[src/rtl/serial_parity_pkg.sv]
// serial_parity_pkg: shared FSM encoding and line levels for the serial parity receiver
package serial_parity_pkg;
    typedef enum logic [1:0] {
        ST_IDLE   = 2'd0,
        ST_DATA   = 2'd1,
        ST_PARITY = 2'd2,
        ST_STOP   = 2'd3
    } state_t;
    localparam logic IDLE_LEVEL  = 1'b1;
    localparam logic START_LEVEL = 1'b0;
endpackage

[src/rtl/word_comparator.sv]
// word_comparator: unsigned magnitude compare of two W-bit words
//   a_i, b_i : operands
//   gt_o     : a_i >  b_i
//   eq_o     : a_i == b_i
//   lt_o     : a_i <  b_i
module word_comparator #(
    parameter int W = 8
) (
    input  logic [W-1:0] a_i,
    input  logic [W-1:0] b_i,
    output logic         gt_o,
    output logic         eq_o,
    output logic         lt_o
);
    assign gt_o = a_i > b_i;
    assign eq_o = a_i == b_i;
    assign lt_o = a_i < b_i;
endmodule

[src/rtl/serial_parity_receiver.sv]
// serial_parity_receiver: start/data(LSB first)/parity/stop frame receiver with parity check and word compare
//   clk        : clock
//   rst_n      : synchronous active-low reset
//   bit_en     : sample strobe, sin consumed only when high
//   sin        : serial line, idles high
//   ref_word   : comparison operand, sampled with the stop bit
//   data_out   : last accepted word
//   data_valid : one-cycle pulse, frame accepted
//   parity_err : one-cycle pulse with data_valid, parity mismatch
//   frame_err  : one-cycle pulse, stop bit was 0
//   gt/eq/lt   : data_out vs ref_word at acceptance (unsigned)
//   busy       : receiver is inside a frame
module serial_parity_receiver
    import serial_parity_pkg::*;
#(
    parameter int DATA_W     = 8,
    parameter bit PARITY_ODD = 1'b0
) (
    input  logic              clk,
    input  logic              rst_n,
    input  logic              bit_en,
    input  logic              sin,
    input  logic [DATA_W-1:0] ref_word,
    output logic [DATA_W-1:0] data_out,
    output logic              data_valid,
    output logic              parity_err,
    output logic              frame_err,
    output logic              gt,
    output logic              eq,
    output logic              lt,
    output logic              busy
);
    localparam int CW = $clog2(DATA_W + 1);
    state_t            state_q;
    logic [CW-1:0]     cnt_q;
    logic [DATA_W-1:0] shift_q;
    logic [DATA_W-1:0] data_q;
    logic              par_q;
    logic              valid_q;
    logic              perr_q;
    logic              ferr_q;
    logic              gt_q;
    logic              eq_q;
    logic              lt_q;
    logic              cmp_gt;
    logic              cmp_eq;
    logic              cmp_lt;
    word_comparator #(.W(DATA_W)) u_cmp (
        .a_i  (shift_q),
        .b_i  (ref_word),
        .gt_o (cmp_gt),
        .eq_o (cmp_eq),
        .lt_o (cmp_lt)
    );
    always_ff @(posedge clk) begin
        if (!rst_n) begin
            state_q <= ST_IDLE;
            cnt_q   <= '0;
            shift_q <= '0;
            data_q  <= '0;
            par_q   <= 1'b0;
            valid_q <= 1'b0;
            perr_q  <= 1'b0;
            ferr_q  <= 1'b0;
            gt_q    <= 1'b0;
            eq_q    <= 1'b0;
            lt_q    <= 1'b0;
        end else begin
            // pulses last exactly one clk regardless of strobe spacing
            valid_q <= 1'b0;
            perr_q  <= 1'b0;
            ferr_q  <= 1'b0;
            if (bit_en) begin
                case (state_q)
                    ST_IDLE: begin
                        if (sin == START_LEVEL) begin
                            state_q <= ST_DATA;
                            cnt_q   <= '0;
                        end
                    end
                    ST_DATA: begin
                        // LSB arrives first, so after DATA_W shifts it sits at bit 0
                        shift_q <= {sin, shift_q[DATA_W-1:1]};
                        cnt_q   <= cnt_q + 1'b1;
                        if (cnt_q == CW'(DATA_W - 1))
                            state_q <= ST_PARITY;
                    end
                    ST_PARITY: begin
                        par_q   <= sin;
                        state_q <= ST_STOP;
                    end
                    ST_STOP: begin
                        // a low stop bit is a framing error, never a new start
                        if (sin == IDLE_LEVEL) begin
                            data_q  <= shift_q;
                            valid_q <= 1'b1;
                            perr_q  <= ^shift_q ^ par_q ^ PARITY_ODD;
                            gt_q    <= cmp_gt;
                            eq_q    <= cmp_eq;
                            lt_q    <= cmp_lt;
                        end else begin
                            ferr_q  <= 1'b1;
                        end
                        state_q <= ST_IDLE;
                    end
                    default: state_q <= ST_IDLE;
                endcase
            end
        end
    end
    assign data_out   = data_q;
    assign data_valid = valid_q;
    assign parity_err = perr_q;
    assign frame_err  = ferr_q;
    assign gt         = gt_q;
    assign eq         = eq_q;
    assign lt         = lt_q;
    assign busy       = state_q != ST_IDLE;
endmodule

[config.mk]
export PLATFORM = sky130hd
export DESIGN_NAME = serial_parity_receiver
export DESIGN_NICKNAME = d
export VERILOG_FILES = /design/src/rtl/serial_parity_pkg.sv /design/src/rtl/word_comparator.sv /design/src/rtl/serial_parity_receiver.sv
export SDC_FILE = /design/constraint.sdc
export NUM_CORES = 1
export LEC_CHECK = 0
export CAP_MARGIN = 10
export CORE_ASPECT_RATIO = 1.5
export CORE_MARGIN = 2
export CORE_UTILIZATION = 25
export CTS_CLUSTER_SIZE = 25
export DETAILED_ROUTE_END_ITERATION = 6
export HOLD_SLACK_MARGIN = 0.1
export PLACE_DENSITY = 0.47
export RECOVER_POWER = 50
export SLEW_MARGIN = 20
export SYNTH_ARGS = -nofsm -noshare
export SYNTH_HDL_FRONTEND = slang
export SYNTH_SLANG_ARGS = --single-unit
[constraint.sdc]
create_clock -name clk -period 3.9 [get_ports clk]
set_input_delay 0.975 -clock clk [delete_from_list [all_inputs] [get_ports clk]]
set_output_delay 0.975 -clock clk [all_outputs]
set_load 0.02 [all_outputs]
**Run 1: floorplan with the power grid**

The bar under the picture is 20 um long. Pins as bars on the die edge.
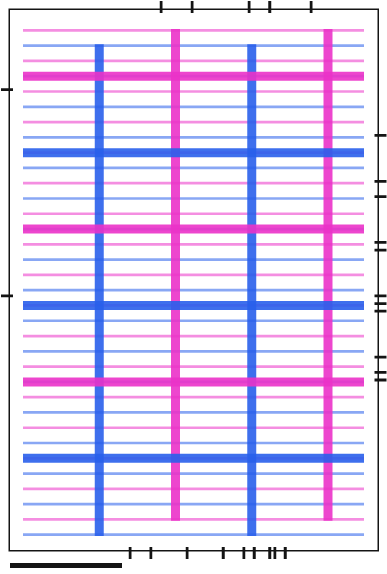
VSS: marked blue. VDD: marked magenta.
34 met1 rails follow the rows. The core has 33 rows.

**Run 1: placement by cell class**

The bar under the picture is 20 um long.
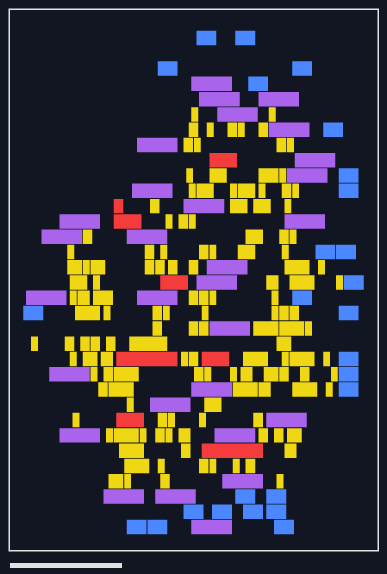
clock drivers and dummy loads: marked red, cells 8. other buffers and delay cells: marked blue, cells 26. flip-flops: marked purple, cells 29. all other logic: marked yellow, cells 137.

**Run 1: clock wires, drivers and flops**

The bar under the picture is 20 um long.
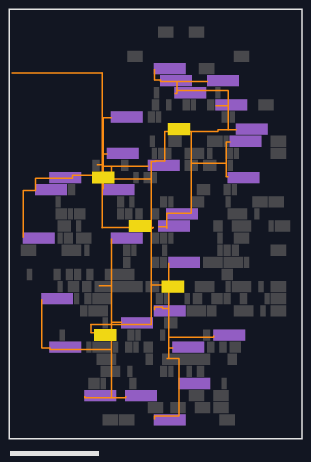
cells driving clock nets: marked yellow, count 5. flip-flops: marked purple, count 29. clock wires: marked orange, length 446 um.
There are 6 routed clock nets.

-- run 1: through the flow --
| stage | total power, mW | setup slack [ps] | area [sq um] | instances | hold slack (ps) |
|---|---|---|---|---|---|
| 2_1_floorplan | 0.349 | 1980 | 1410 | 172 | 450 |
| 3_3_place_gp | 0.375 | 1060 | 1740 | 262 | 448 |
| 3_5_place_dp | 0.375 | 990 | 1740 | 262 | 448 |
| 4_1_cts | 0.752 | 1190 | 1870 | 270 | 458 |
| 5_1_grt | 0.772 | 1030 | 1870 | 270 | 480 |
| 6_report | 0.738 | 1230 | 1870 | 270 | 452 |
-- run 1: area by class of cell --
type / instances / area [sq um]
Clock inverter: 3 / 65.1
Multi-Input combinational cell: 124 / 758
Tap cell: 70 / 87.6
Inverter: 13 / 48.8
Timing Repair Buffer: 26 / 260
Sequential cell: 29 / 581
Clock buffer: 5 / 68.8
Fill cell: 609 / 3580
-- run 1: registers in the layout, summed over array words and instances, names as in the netlist --
| name | cells |
|---|---|
| cnt_q | 4 |
| data_out | 8 |
| data_valid | 1 |
| eq | 1 |
| frame_err | 1 |
| gt | 1 |
| lt | 1 |
| par_q | 1 |
| parity_err | 1 |
| shift_q | 8 |
| state_q | 2 |
-- run 1: cell families (layout without fill, tap and decap cells) --
| family | after synthesis | count (layout) |
|---|---|---|
| and+or+nand+nor | 64 | 64 |
| DFF | 29 | 29 |
| xor gates and xnor gates | 8 | 8 |
| AOI/OAI and AO/OA | 37 | 37 |
| buffers and inverters | 19 | 47 |
| muxes | 1 | 1 |
| adders and majority gates | 14 | 14 |
-- run 1: tightest hold or removal path: cells and delay by family (launching register included) --
family	cells	cell delay, ps
compound gates	1	50
flops	1	310
simple gates	1	50
==> results.json, run 1 <==
{
  "warning_count": 30,
  "crit_path_max_incr_delay_ps": 590,
  "critPathLaunch": "state_q[0]",
  "cp.arrival_ps": 1700,
  "pwr-share-seq": 0.411,
  "grt_pass1_vias": 1161,
  "async_flop_share": 0,
  "finalNetCount": 225,
  "p_seq_mw": 0.303,
  "top_area_frac": 0.411,
  "critPathKind": "flip-flop to output pin",
  "pg_clk_mw": 0.371,
  "antenna_found_initial": 0,
  "worstHoldEndpoint": "data_out[4]",
  "highest_layer": "met4",
  "ctsLongestPathBuffers": 2,
  "ys_ff": 29,
  "ir_drop_uv": 191,
  "fmax_ghz": 0.374,
  "ff2ff_path_depth": 6,
  "edf_count": 0,
  "utilization": 0.343,
  "holdPathStages": 2,
  "simple_gate_area_frac": 0.202,
  "ctsHtreeMaxLevel": 2,
  "cp-start-kind": "flip-flop",
  "yosys_cells": 172,
  "ys_seq_share": 0.411,
  "ys_area_sq_um": 1410,
  "hold_path.class": "flip-flop to flip-flop",
  "holdBufCountCts": 0,
  "clock_skew_ps": 8.19,
  "synthMuxAreaShare": 0.00708,
  "met3_usage": 0.0304,
  "synthXorXnorAreaFrac": 0.0496,
  "die_w_um": 65.4,
  "timing.rr.start": "state_q[1]",
  "area_delta_synth_final_pct": 32.2,
  "cp_top_family": "buffers and inverters",
  "fin_crit_ps": 2670,
  "root_buffer": "clkbuf_8",
  "gr-usage-met2": 0.190,
  "outcome": "completed",
  "rows": 33,
  "pwr-share-comb": 0.087,
  "syn_area_sq_um": 1410,
  "clkPwrFrac": 0.503,
  "endpoint": "busy"
}
## Run 2: what changed since run 1
==> constraint.sdc (replaced) <==
create_clock -name clk -period 2.6 [get_ports clk]
set_input_delay 0.65 -clock clk [delete_from_list [all_inputs] [get_ports clk]]
set_output_delay 0.65 -clock clk [all_outputs]
set_load 0.02 [all_outputs]
**Run 2: placement by cell class**

The bar under the picture is 20 um long.
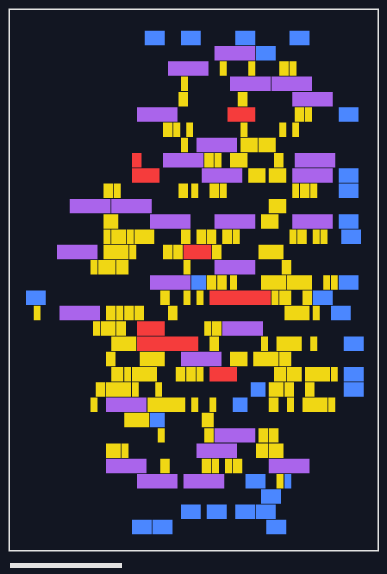
flip-flops: marked purple, cells 29. clock drivers and dummy loads: marked red, cells 8. other buffers and delay cells: marked blue, cells 31. all other logic: marked yellow, cells 137.

**Run 2: cell outlines without signal wires**

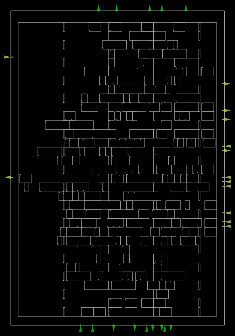
Flop Count: 29
final instance count without filler cells: 275
Rows: 33

==> results.json, run 2 <==
{
  "clkPwrFrac": 0.500,
  "ir_drop_uv": 225,
  "whs_ps": 454,
  "utilization": 0.348,
  "edf_count": 0,
  "ys_area_sq_um": 1410,
  "cp_top_family": "buffers and inverters",
  "area_delta_synth_final_pct": 34.2,
  "yosys_cells": 172,
  "die_w_um": 65.4,
  "hold_path.class": "flip-flop to flip-flop",
  "warning_count": 30,
  "top_area_frac": 0.411,
  "pwr-share-seq": 0.409,
  "holdBufCountCts": 0,
  "root_buffer": "clkbuf_8",
  "outcome": "completed",
  "fin_crit_ps": 2350,
  "ys_seq_share": 0.411,
  "critPathKind": "flip-flop to output pin",
  "ys_ff": 29,
  "cp-start-kind": "flip-flop",
  "finalNetCount": 230,
  "ctsHtreeMaxLevel": 2,
  "timing.rr.start": "state_q[0]",
  "async_flop_share": 0,
  "critPathLaunch": "state_q[0]"
}
==> run 2: cell counts after synthesis <==
Identical to the previous run, type by type.
==> run 2: power groups by stage <==
stage	registers (mW)	logic, mW	clock network [mW]
after floorplan	0.463	0.0607	0
after global routing	0.455	0.115	0.590
after CTS	0.454	0.105	0.579
after global placement	0.465	0.105	0
after detailed placement	0.465	0.104	0
final	0.454	0.102	0.556
==> run 2: logic make-up after synthesis <==
| group | synth area share |
|---|---|
| simple gates | 0.202 |
| flops | 0.411 |
| xor+xnor | 0.0496 |
| compound gates | 0.154 |
| mux | 0.00708 |
| fa+ha+maj | 0.124 |
| buf+inv | 0.0531 |
==> run 2: stage by stage <==
step	cell area [sq um]	instances	power, mW
final	1900	275	1.11
after global routing	1900	275	1.16
after CTS	1910	275	1.14
after detailed placement	1770	267	0.569
after global placement	1770	267	0.570
after floorplan	1410	172	0.524
==> run 2: per-layer routing <==
| metal | global-route usage | up-vias | part of all wire |
|---|---|---|---|
| li1 | - | 645 | - |
| met1 | 0.109 | 562 | 0.42 |
| met2 | 0.212 | 20 | 0.53 |
| met3 | 0.0292 | 5 | 0.035 |
| met4 | 0.0573 | 0 | 0.014 |
| met5 | 0 | - | 0 |
==> run 2: path summary, 6_finish.rpt <==
path / cells past startpoint / end / slack, ps
hold reg to reg: 2 / data_out[3] / 450
hold / removal: 2 / data_out[3] / 450
setup reg to reg: 6 / cnt_q[2] / 900
setup / recovery: 4 / busy / 250
==> run 2: layout make-up <==
type | count | area [sq um]
Timing Repair Buffer | 31 | 294
Fill cell | 586 | 3550
Multi-Input combinational cell | 124 | 753
Clock buffer | 5 | 68.8
Sequential cell | 29 | 581
Tap cell | 70 | 87.6
Inverter | 13 | 48.8
Clock inverter | 3 | 65.1
Power and IR drop assume default switching activity.
